===== src/rtl/mpeg2_pkg.sv =====
`default_nettype none
// ============================================================================
// Module      : mpeg2_pkg
// Description : Shared definitions for the MPEG2 result packer slice:
//               result-record field positions, the packer state encoding,
//               the FIFO entry layout and a stream-word lane selector.
// Revision    : 1.0 - initial release
// ============================================================================
package mpeg2_pkg;

  localparam int RESULT_WIDTH   = 336;
  localparam int FLAG_VALID_BIT = 0;
  localparam int FLAG_STOP_BIT  = 1;
  localparam int PAYLOAD_LSB    = 80;
  localparam int PAYLOAD_WIDTH  = 256;
  localparam int BEAT_WIDTH     = 64;
  localparam int BEATS_PER_WORD = PAYLOAD_WIDTH / BEAT_WIDTH;
  localparam int BYTES_PER_WORD = PAYLOAD_WIDTH / 8;
  localparam int ENTRY_WIDTH    = PAYLOAD_WIDTH + 1;

  typedef enum logic [1:0] {
    IDLE  = 2'd0,
    LOAD  = 2'd1,
    BEAT  = 2'd2,
    TRAIL = 2'd3
  } packer_state_e;

  // tag=1 marks a stop record; its payload field carries no data.
  typedef struct packed {
    logic                     tag;
    logic [PAYLOAD_WIDTH-1:0] payload;
  } fifo_entry_t;

  // Lane 0 is the least significant 64 bits of the stream word.
  function automatic logic [BEAT_WIDTH-1:0] word_lane(
    input logic [PAYLOAD_WIDTH-1:0] word,
    input logic [1:0]               lane
  );
    return word[lane*BEAT_WIDTH +: BEAT_WIDTH];
  endfunction

endpackage
`default_nettype wire


===== src/rtl/mpeg2_result_fifo.sv =====
`default_nettype none
// ============================================================================
// Module      : mpeg2_result_fifo
// Description : Synchronous FIFO with registered read data. A pop loads the
//               head entry into rd_data on the clock edge; rd_data then holds
//               until the next pop. A push while full is taken only when a
//               pop happens in the same cycle.
// Ports       : clk, rstn (async, active-low), clear (sync flush)
//               push/push_data  - write strobe and entry
//               pop             - read strobe, ignored when empty
//               rd_data         - registered head entry
//               empty/full      - occupancy flags
// Revision    : 1.0 - initial release
// ============================================================================
module mpeg2_result_fifo #(
  parameter int WIDTH = 257,
  parameter int DEPTH = 16
) (
  input  logic             clk,
  input  logic             rstn,
  input  logic             clear,
  input  logic             push,
  input  logic [WIDTH-1:0] push_data,
  input  logic             pop,
  output logic [WIDTH-1:0] rd_data,
  output logic             empty,
  output logic             full
);

  localparam int AW = $clog2(DEPTH);

  logic [WIDTH-1:0] mem_q [DEPTH];
  logic [AW-1:0]    wr_ptr_q, wr_ptr_d;
  logic [AW-1:0]    rd_ptr_q, rd_ptr_d;
  logic [AW:0]      count_q,  count_d;
  logic [WIDTH-1:0] rd_data_q, rd_data_d;
  logic             do_push;
  logic             do_pop;

  assign empty   = (count_q == '0);
  assign full    = (count_q == (AW+1)'(DEPTH));
  assign do_pop  = pop && !empty && !clear;
  assign do_push = push && !clear && (!full || do_pop);
  assign rd_data = rd_data_q;

  always_comb begin
    wr_ptr_d  = wr_ptr_q;
    rd_ptr_d  = rd_ptr_q;
    count_d   = count_q;
    rd_data_d = rd_data_q;
    if (clear) begin
      wr_ptr_d = '0;
      rd_ptr_d = '0;
      count_d  = '0;
    end else begin
      if (do_push) begin
        wr_ptr_d = wr_ptr_q + 1'b1;
      end
      if (do_pop) begin
        rd_ptr_d  = rd_ptr_q + 1'b1;
        rd_data_d = mem_q[rd_ptr_q];
      end
      case ({do_push, do_pop})
        2'b10:   count_d = count_q + 1'b1;
        2'b01:   count_d = count_q - 1'b1;
        default: count_d = count_q;
      endcase
    end
  end

  always_ff @(posedge clk or negedge rstn) begin
    if (!rstn) begin
      wr_ptr_q  <= '0;
      rd_ptr_q  <= '0;
      count_q   <= '0;
      rd_data_q <= '0;
    end else begin
      wr_ptr_q  <= wr_ptr_d;
      rd_ptr_q  <= rd_ptr_d;
      count_q   <= count_d;
      rd_data_q <= rd_data_d;
    end
  end

  // Storage array carries no reset; occupancy is tracked by count_q.
  always_ff @(posedge clk) begin
    if (do_push) begin
      mem_q[wr_ptr_q] <= push_data;
    end
  end

endmodule
`default_nettype wire


===== src/rtl/mpeg2_result_packer.sv =====
`default_nettype none
// ============================================================================
// Module      : mpeg2_result_packer
// Description : Buffers MPEG2 encoder result records in a FIFO and serialises
//               each 256-bit stream word into four 64-bit beats (LSW first)
//               on a ready/valid master port. A stop record produces a
//               trailer beat (m_last=1) carrying the sequence byte count.
// Ports       : clk, rstn (async, active-low), clear (sync soft flush)
//               in_data/in_valid            - result records, no backpressure
//               m_data/m_valid/m_last/m_ready - output beat stream
//               overflow                    - sticky record-drop flag
//               drop_count/beat_count       - statistics counters
// Build option: MPEG2_PACKER_STATS_EN enables drop_count and beat_count;
//               without it both outputs are tied to zero.
// Revision    : 1.0 - initial release
// ============================================================================
module mpeg2_result_packer #(
  parameter int RESULT_WIDTH = 336,
  parameter int OUT_WIDTH    = 64,
  parameter int DEPTH        = 16,
  parameter int CNT_WIDTH    = 32
) (
  input  logic                    clk,
  input  logic                    rstn,
  input  logic                    clear,
  input  logic [RESULT_WIDTH-1:0] in_data,
  input  logic                    in_valid,
  output logic [OUT_WIDTH-1:0]    m_data,
  output logic                    m_valid,
  output logic                    m_last,
  input  logic                    m_ready,
  output logic                    overflow,
  output logic [CNT_WIDTH-1:0]    drop_count,
  output logic [CNT_WIDTH-1:0]    beat_count
);

  import mpeg2_pkg::*;

  // --------------------------------------------------------------------------
  // Record classification and FIFO
  // --------------------------------------------------------------------------
  fifo_entry_t rec_entry;
  fifo_entry_t fifo_rd;
  logic        rec_valid;
  logic        rec_drop;
  logic        fifo_pop;
  logic        fifo_empty;
  logic        fifo_full;
  logic        unused_in_bits;

  // clear wins over a record arriving in the same cycle.
  assign rec_valid = in_valid && in_data[FLAG_VALID_BIT] && !clear;
  assign rec_drop  = rec_valid && fifo_full && !fifo_pop;
  assign unused_in_bits = ^in_data[PAYLOAD_LSB-1:FLAG_STOP_BIT+1];

  always_comb begin
    rec_entry.tag     = in_data[FLAG_STOP_BIT];
    rec_entry.payload = in_data[FLAG_STOP_BIT] ? '0
                                               : in_data[PAYLOAD_LSB +: PAYLOAD_WIDTH];
  end

  mpeg2_result_fifo #(
    .WIDTH (ENTRY_WIDTH),
    .DEPTH (DEPTH)
  ) u_fifo (
    .clk       (clk),
    .rstn      (rstn),
    .clear     (clear),
    .push      (rec_valid),
    .push_data (rec_entry),
    .pop       (fifo_pop),
    .rd_data   (fifo_rd),
    .empty     (fifo_empty),
    .full      (fifo_full)
  );

  // --------------------------------------------------------------------------
  // Output state machine
  // --------------------------------------------------------------------------
  packer_state_e            state_q,    state_d;
  logic [1:0]               idx_q,      idx_d;
  logic [PAYLOAD_WIDTH-1:0] payload_q,  payload_d;
  logic [CNT_WIDTH-1:0]     byte_cnt_q, byte_cnt_d;
  logic [OUT_WIDTH-1:0]     m_data_q,   m_data_d;
  logic                     m_valid_q,  m_valid_d;
  logic                     m_last_q,   m_last_d;
  logic                     overflow_q, overflow_d;
  logic [1:0]               idx_next;

  assign idx_next = idx_q + 2'd1;

  always_comb begin
    state_d    = state_q;
    idx_d      = idx_q;
    payload_d  = payload_q;
    byte_cnt_d = byte_cnt_q;
    m_data_d   = m_data_q;
    m_valid_d  = m_valid_q;
    m_last_d   = m_last_q;
    overflow_d = overflow_q;
    fifo_pop   = 1'b0;

    if (clear) begin
      // Abandon any beat in flight; the FIFO flushes itself on clear.
      state_d    = IDLE;
      idx_d      = '0;
      byte_cnt_d = '0;
      m_data_d   = '0;
      m_valid_d  = 1'b0;
      m_last_d   = 1'b0;
      overflow_d = 1'b0;
    end else begin
      if (rec_drop) begin
        overflow_d = 1'b1;
      end

      case (state_q)
        IDLE: begin
          if (!fifo_empty) begin
            fifo_pop = 1'b1;
            state_d  = LOAD;
          end
        end

        // fifo_rd holds the entry popped on the previous edge.
        LOAD: begin
          m_valid_d = 1'b1;
          if (fifo_rd.tag) begin
            m_data_d = OUT_WIDTH'(byte_cnt_q);
            m_last_d = 1'b1;
            state_d  = TRAIL;
          end else begin
            payload_d = fifo_rd.payload;
            idx_d     = '0;
            m_data_d  = word_lane(fifo_rd.payload, 2'd0);
            m_last_d  = 1'b0;
            state_d   = BEAT;
          end
        end

        BEAT: begin
          if (m_ready) begin
            if (idx_q == 2'(BEATS_PER_WORD - 1)) begin
              m_valid_d  = 1'b0;
              byte_cnt_d = byte_cnt_q + CNT_WIDTH'(BYTES_PER_WORD);
              state_d    = IDLE;
            end else begin
              idx_d    = idx_next;
              m_data_d = word_lane(payload_q, idx_next);
            end
          end
        end

        TRAIL: begin
          if (m_ready) begin
            m_valid_d  = 1'b0;
            m_last_d   = 1'b0;
            byte_cnt_d = '0;
            state_d    = IDLE;
          end
        end

        default: state_d = IDLE;
      endcase
    end
  end

  always_ff @(posedge clk or negedge rstn) begin
    if (!rstn) begin
      state_q    <= IDLE;
      idx_q      <= '0;
      payload_q  <= '0;
      byte_cnt_q <= '0;
      m_data_q   <= '0;
      m_valid_q  <= 1'b0;
      m_last_q   <= 1'b0;
      overflow_q <= 1'b0;
    end else begin
      state_q    <= state_d;
      idx_q      <= idx_d;
      payload_q  <= payload_d;
      byte_cnt_q <= byte_cnt_d;
      m_data_q   <= m_data_d;
      m_valid_q  <= m_valid_d;
      m_last_q   <= m_last_d;
      overflow_q <= overflow_d;
    end
  end

  assign m_data   = m_data_q;
  assign m_valid  = m_valid_q;
  assign m_last   = m_last_q;
  assign overflow = overflow_q;

  // --------------------------------------------------------------------------
  // Statistics counters
  // --------------------------------------------------------------------------
`ifdef MPEG2_PACKER_STATS_EN
  logic [CNT_WIDTH-1:0] drop_count_q, drop_count_d;
  logic [CNT_WIDTH-1:0] beat_count_q, beat_count_d;

  always_comb begin
    drop_count_d = drop_count_q;
    beat_count_d = beat_count_q;
    if (clear) begin
      drop_count_d = '0;
      beat_count_d = '0;
    end else begin
      if (rec_drop) begin
        drop_count_d = drop_count_q + 1'b1;
      end
      if (m_valid_q && m_ready) begin
        beat_count_d = beat_count_q + 1'b1;
      end
    end
  end

  always_ff @(posedge clk or negedge rstn) begin
    if (!rstn) begin
      drop_count_q <= '0;
      beat_count_q <= '0;
    end else begin
      drop_count_q <= drop_count_d;
      beat_count_q <= beat_count_d;
    end
  end

  assign drop_count = drop_count_q;
  assign beat_count = beat_count_q;
`else
  assign drop_count = '0;
  assign beat_count = '0;
`endif

endmodule
`default_nettype wire


===== config.mk =====
export PLATFORM = sky130hd
export DESIGN_NAME = mpeg2_result_packer
export DESIGN_NICKNAME = d
export VERILOG_FILES = /design/src/rtl/mpeg2_pkg.sv /design/src/rtl/mpeg2_result_fifo.sv /design/src/rtl/mpeg2_result_packer.sv
export SDC_FILE = /design/constraint.sdc
export NUM_CORES = 2
export LEC_CHECK = 0
export CELL_PAD_IN_SITES_DETAIL_PLACEMENT = 0
export CELL_PAD_IN_SITES_GLOBAL_PLACEMENT = 1
export CORE_ASPECT_RATIO = 1.2
export CORE_MARGIN = 3
export CORE_UTILIZATION = 59
export DETAILED_ROUTE_END_ITERATION = 8
export PLACE_DENSITY = 0.9
export SLEW_MARGIN = 25
export SYNTH_ARGS = -nofsm -noshare
export SYNTH_HDL_FRONTEND = slang
export SYNTH_HIERARCHICAL = 1
export SYNTH_MEMORY_MAX_BITS = 65536
export SYNTH_SLANG_ARGS = --single-unit

===== constraint.sdc =====
create_clock -name clk -period 92.9 [get_ports clk]
set_input_delay 9.29 -clock clk [delete_from_list [all_inputs] [get_ports clk]]
set_output_delay 9.29 -clock clk [all_outputs]
set_load 0.02 [all_outputs]

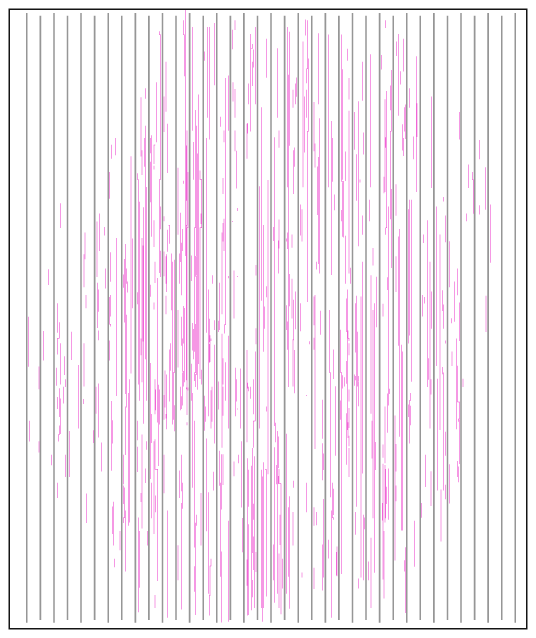
Figure 1: met4 routing.
(1 px per µm) Supply wires on this layer in grey.
- longest straight run: 312 µm
- main direction: vertical

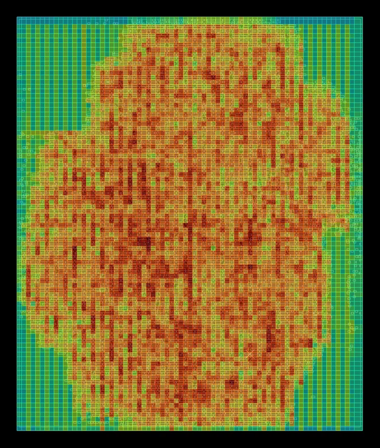
Figure 2: congestion heat map.
fin util: 0.6641
Most Crowded Layer GR: met2
met3 GRT Util: 0.07702

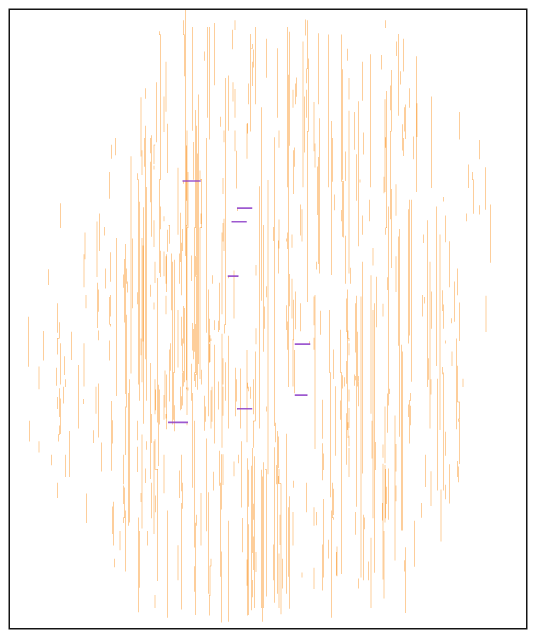
Figure 3: wiring by layer.
(1 px per µm) Two of the layers only.
- purple: M5 (wire length 110 µm)
- orange: M4 (wire length 30.2 mm)

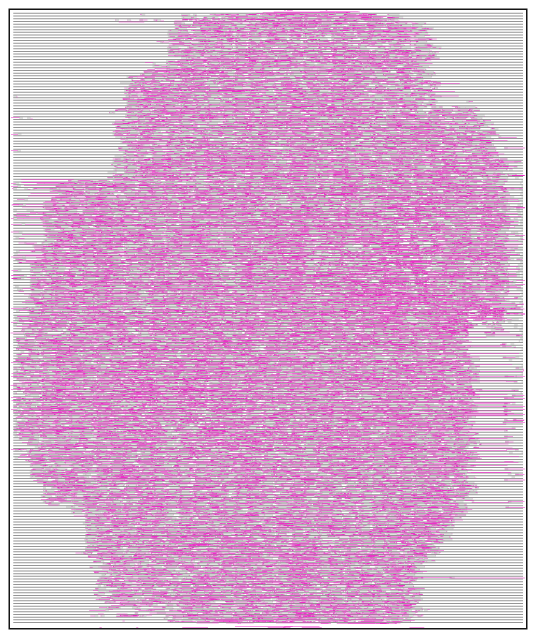
Figure 4: the metal 1 layer.
(1 px per µm) Supply wires on this layer in grey. Cells faint in the background.
- main direction: horizontal
- longest straight run: 166 µm
- wire length on this layer: 164 mm
- share of all routed wire: 34%
- nets with wire on the layer: 8760

==> results.yml <==
# generated from flow reports
outcome:
  status: "finished, violations left"
  violations: "design-rule violations"
logic_synthesis:
  synth_cells: 8422
  synth-edff-count: 4112
  area_leaders: "edfxtp_1 (67%), mux4_2 (13%), dfrtp_1 (8.5%)"
  avgSynthCellArea_um2: 21.87
  ys_async_sr_fraction: 0.1318
  top_area_frac: 0.6705
  yosysChipArea_mm2: 0.1842
  yosys_most_used_dff: "edfxtp_1"
  synth_cell_types: 60
min_path:
  worstHoldPathCells: 1
  hold_class: "reg2reg"
  holdPathEnd: "payload_q[177]"
clock_network:
  cts_buffer_depth: 4
  post_cts_resized: 0
  cts_tree: "built"
  cts_setup_buffers: 0
  postCtsHoldBufs: 0
  clk_pin_slew_ns: 0.06
  numCtsBuffers: 428
  cts.sinks: 4736
  worstSkewPairLatency_ns: 0.96
worst_setup_path:
  r2r_slack_ns: 86.80
  path_class: "in2reg"
  cp_max_fo: 42
  end_kind: "register"
  r2r_start: "u_fifo/count_q[0]"
  required_ns: 93.45
  reg2reg_to: "u_fifo/mem_q[3][203]"
  reg2reg_depth: 10
power:
  power_density_mw_per_mm2: 24.93
sta:
  max-slew-margin-rel: 0.2202
  hold_violations: 0
  post-route-min-period_ns: 14.34
  tightest_slew_ns: 1.170
  fin_crit_sh: 0.1544
  fin_ws_ns: 78.56
global_routing:
  antenna_found_initial: 46
  grt_pass1_vias: 95580
  grt_start_max_net_pins: 148
final_layout:
  n_fill_cell: 18160
  fin_nets: 9229
  combGateArea_mm2: 0.04242
placed_design:
  hpwl_um: 253500
  routabilityCongestion: 0.8315
run:
  warning_count: 125
  drv_cap: 0
floorplanning:
  die_y_um: 618.0
  dieArea_mm2: 0.3189
  rows: 224
drt:
  wl_per_cell_um: 36.49
  drc: 2
  drtAntennaViolNets: 0
  wirelength_um: 486400
  dr_total_vias: 92330
[worst max-delay path, cell delays in order]
cell	delay, ns
clkdlybuf4s50_1	0.40
buf_4	0.27
inv_1	0.32
and3_1	0.41
o31a_1	0.38
nand2b_1	0.49
nor2_4	0.72
buf_4	0.93
buf_4	0.93
buf_4	0.65
[kinds of logic after synthesis]
family                   Yosys count  synth area share
buffers and inverters            570           0.01757
XOR/XNOR                          10         0.0004756
AND/OR/NAND/NOR                  732           0.01999
flip-flops                      4736            0.7552
adder cells (fa/ha/maj)           15          0.001060
multiplexers                    1925            0.1808
AND-OR/OR-AND                    433           0.02484
other                              1        0.00002036
[how the worst max path moves through the flow]
| stage | slack [ns] | depth (start not counted) | end |
|---|---|---|---|
| 6_report | 78.56 | 10 | u_fifo/mem_q[3][203] |
| 5_1_grt | 78.45 | 10 | u_fifo/mem_q[3][203] |
| 4_1_cts | 78.67 | 10 | u_fifo/mem_q[3][203] |
| 3_5_place_dp | 77.73 | 10 | u_fifo/mem_q[3][231] |
| 3_3_place_gp | 77.80 | 10 | u_fifo/mem_q[3][221] |
| 2_1_floorplan | 54.71 | 8 | u_fifo/mem_q[1][0] |
[cell type report]
| type | count | area share |
|---|---|---|
| antenna | 15 | 0.0001820 |
| tap | 4068 | 0.02468 |
| timing repair buffer | 512 | 0.02388 |
| clock buffer | 568 | 0.05762 |
| inverter | 16 | 0.0002912 |
| multi-input combinational | 3179 | 0.2057 |
| clock inverter | 234 | 0.01314 |
| sequential | 4736 | 0.6745 |
[placed cells by master (no fill, tap or decap), types with 36 or more instances in the layout]
cell             synthesis  final
edfxtp_1              4112   4112
mux4_2                1092   1092
dfrtp_1                624    619
mux2i_1                544    544
clkbuf_16                0    439
nand2_1                341    341
clkdlybuf4s50_1          0    327
mux2_2                 238    238
nor2b_1                261    201
o221ai_2               200    200
buf_4                   81    158
clkbuf_1               228     87
o21ai_0                 77     77
clkinv_2                 0     72
clkinv_1                 0     69
conb_1                   1     64
nor2b_2                  0     59
bufinv_16                0     58
o221ai_1                58     58
mux2_1                  50     50
clkbuf_8                 0     41
a22oi_1                 36     36
[power by group]
part	leakage (nW)	internal (mW)	switching [mW]	total [mW]
Sequential	45.6	2.43	0.194	2.62
Combinational	13.3	0.304	0.382	0.686
Clock	7.14	1.06	0.775	1.84
[stage by stage]
stage	area [µm²]	power [mW]	utilization	instances
after floorplan	184400	3.025	-	8485
after global placement	191400	3.294	0.6163	12510
after detailed placement	191400	3.317	0.6163	12510
after CTS	206000	5.148	0.6633	13310
after global routing	206200	5.269	0.6641	13320
final	206200	5.142	0.6641	13330
[flip-flops by register name (all words and copies together), names as in the netlist]
name and count:
byte_cnt_q 27, idx_q 2, m_data 64, m_last 1, m_valid 1, overflow 1
payload_q 256, state_q 2, u_fifo/count_q 5, u_fifo/mem_q 4112, u_fifo/rd_data 257, u_fifo/rd_ptr_q 4
u_fifo/wr_ptr_q 4
[layer usage]
layer  GRT usage  share of wire
met1      0.4120           0.34
met2      0.4714           0.47
met4      0.1650          0.062
met5           0        0.00023
met3     0.07702           0.13
No activity file was given, so power comes from the tool's default toggle rates.
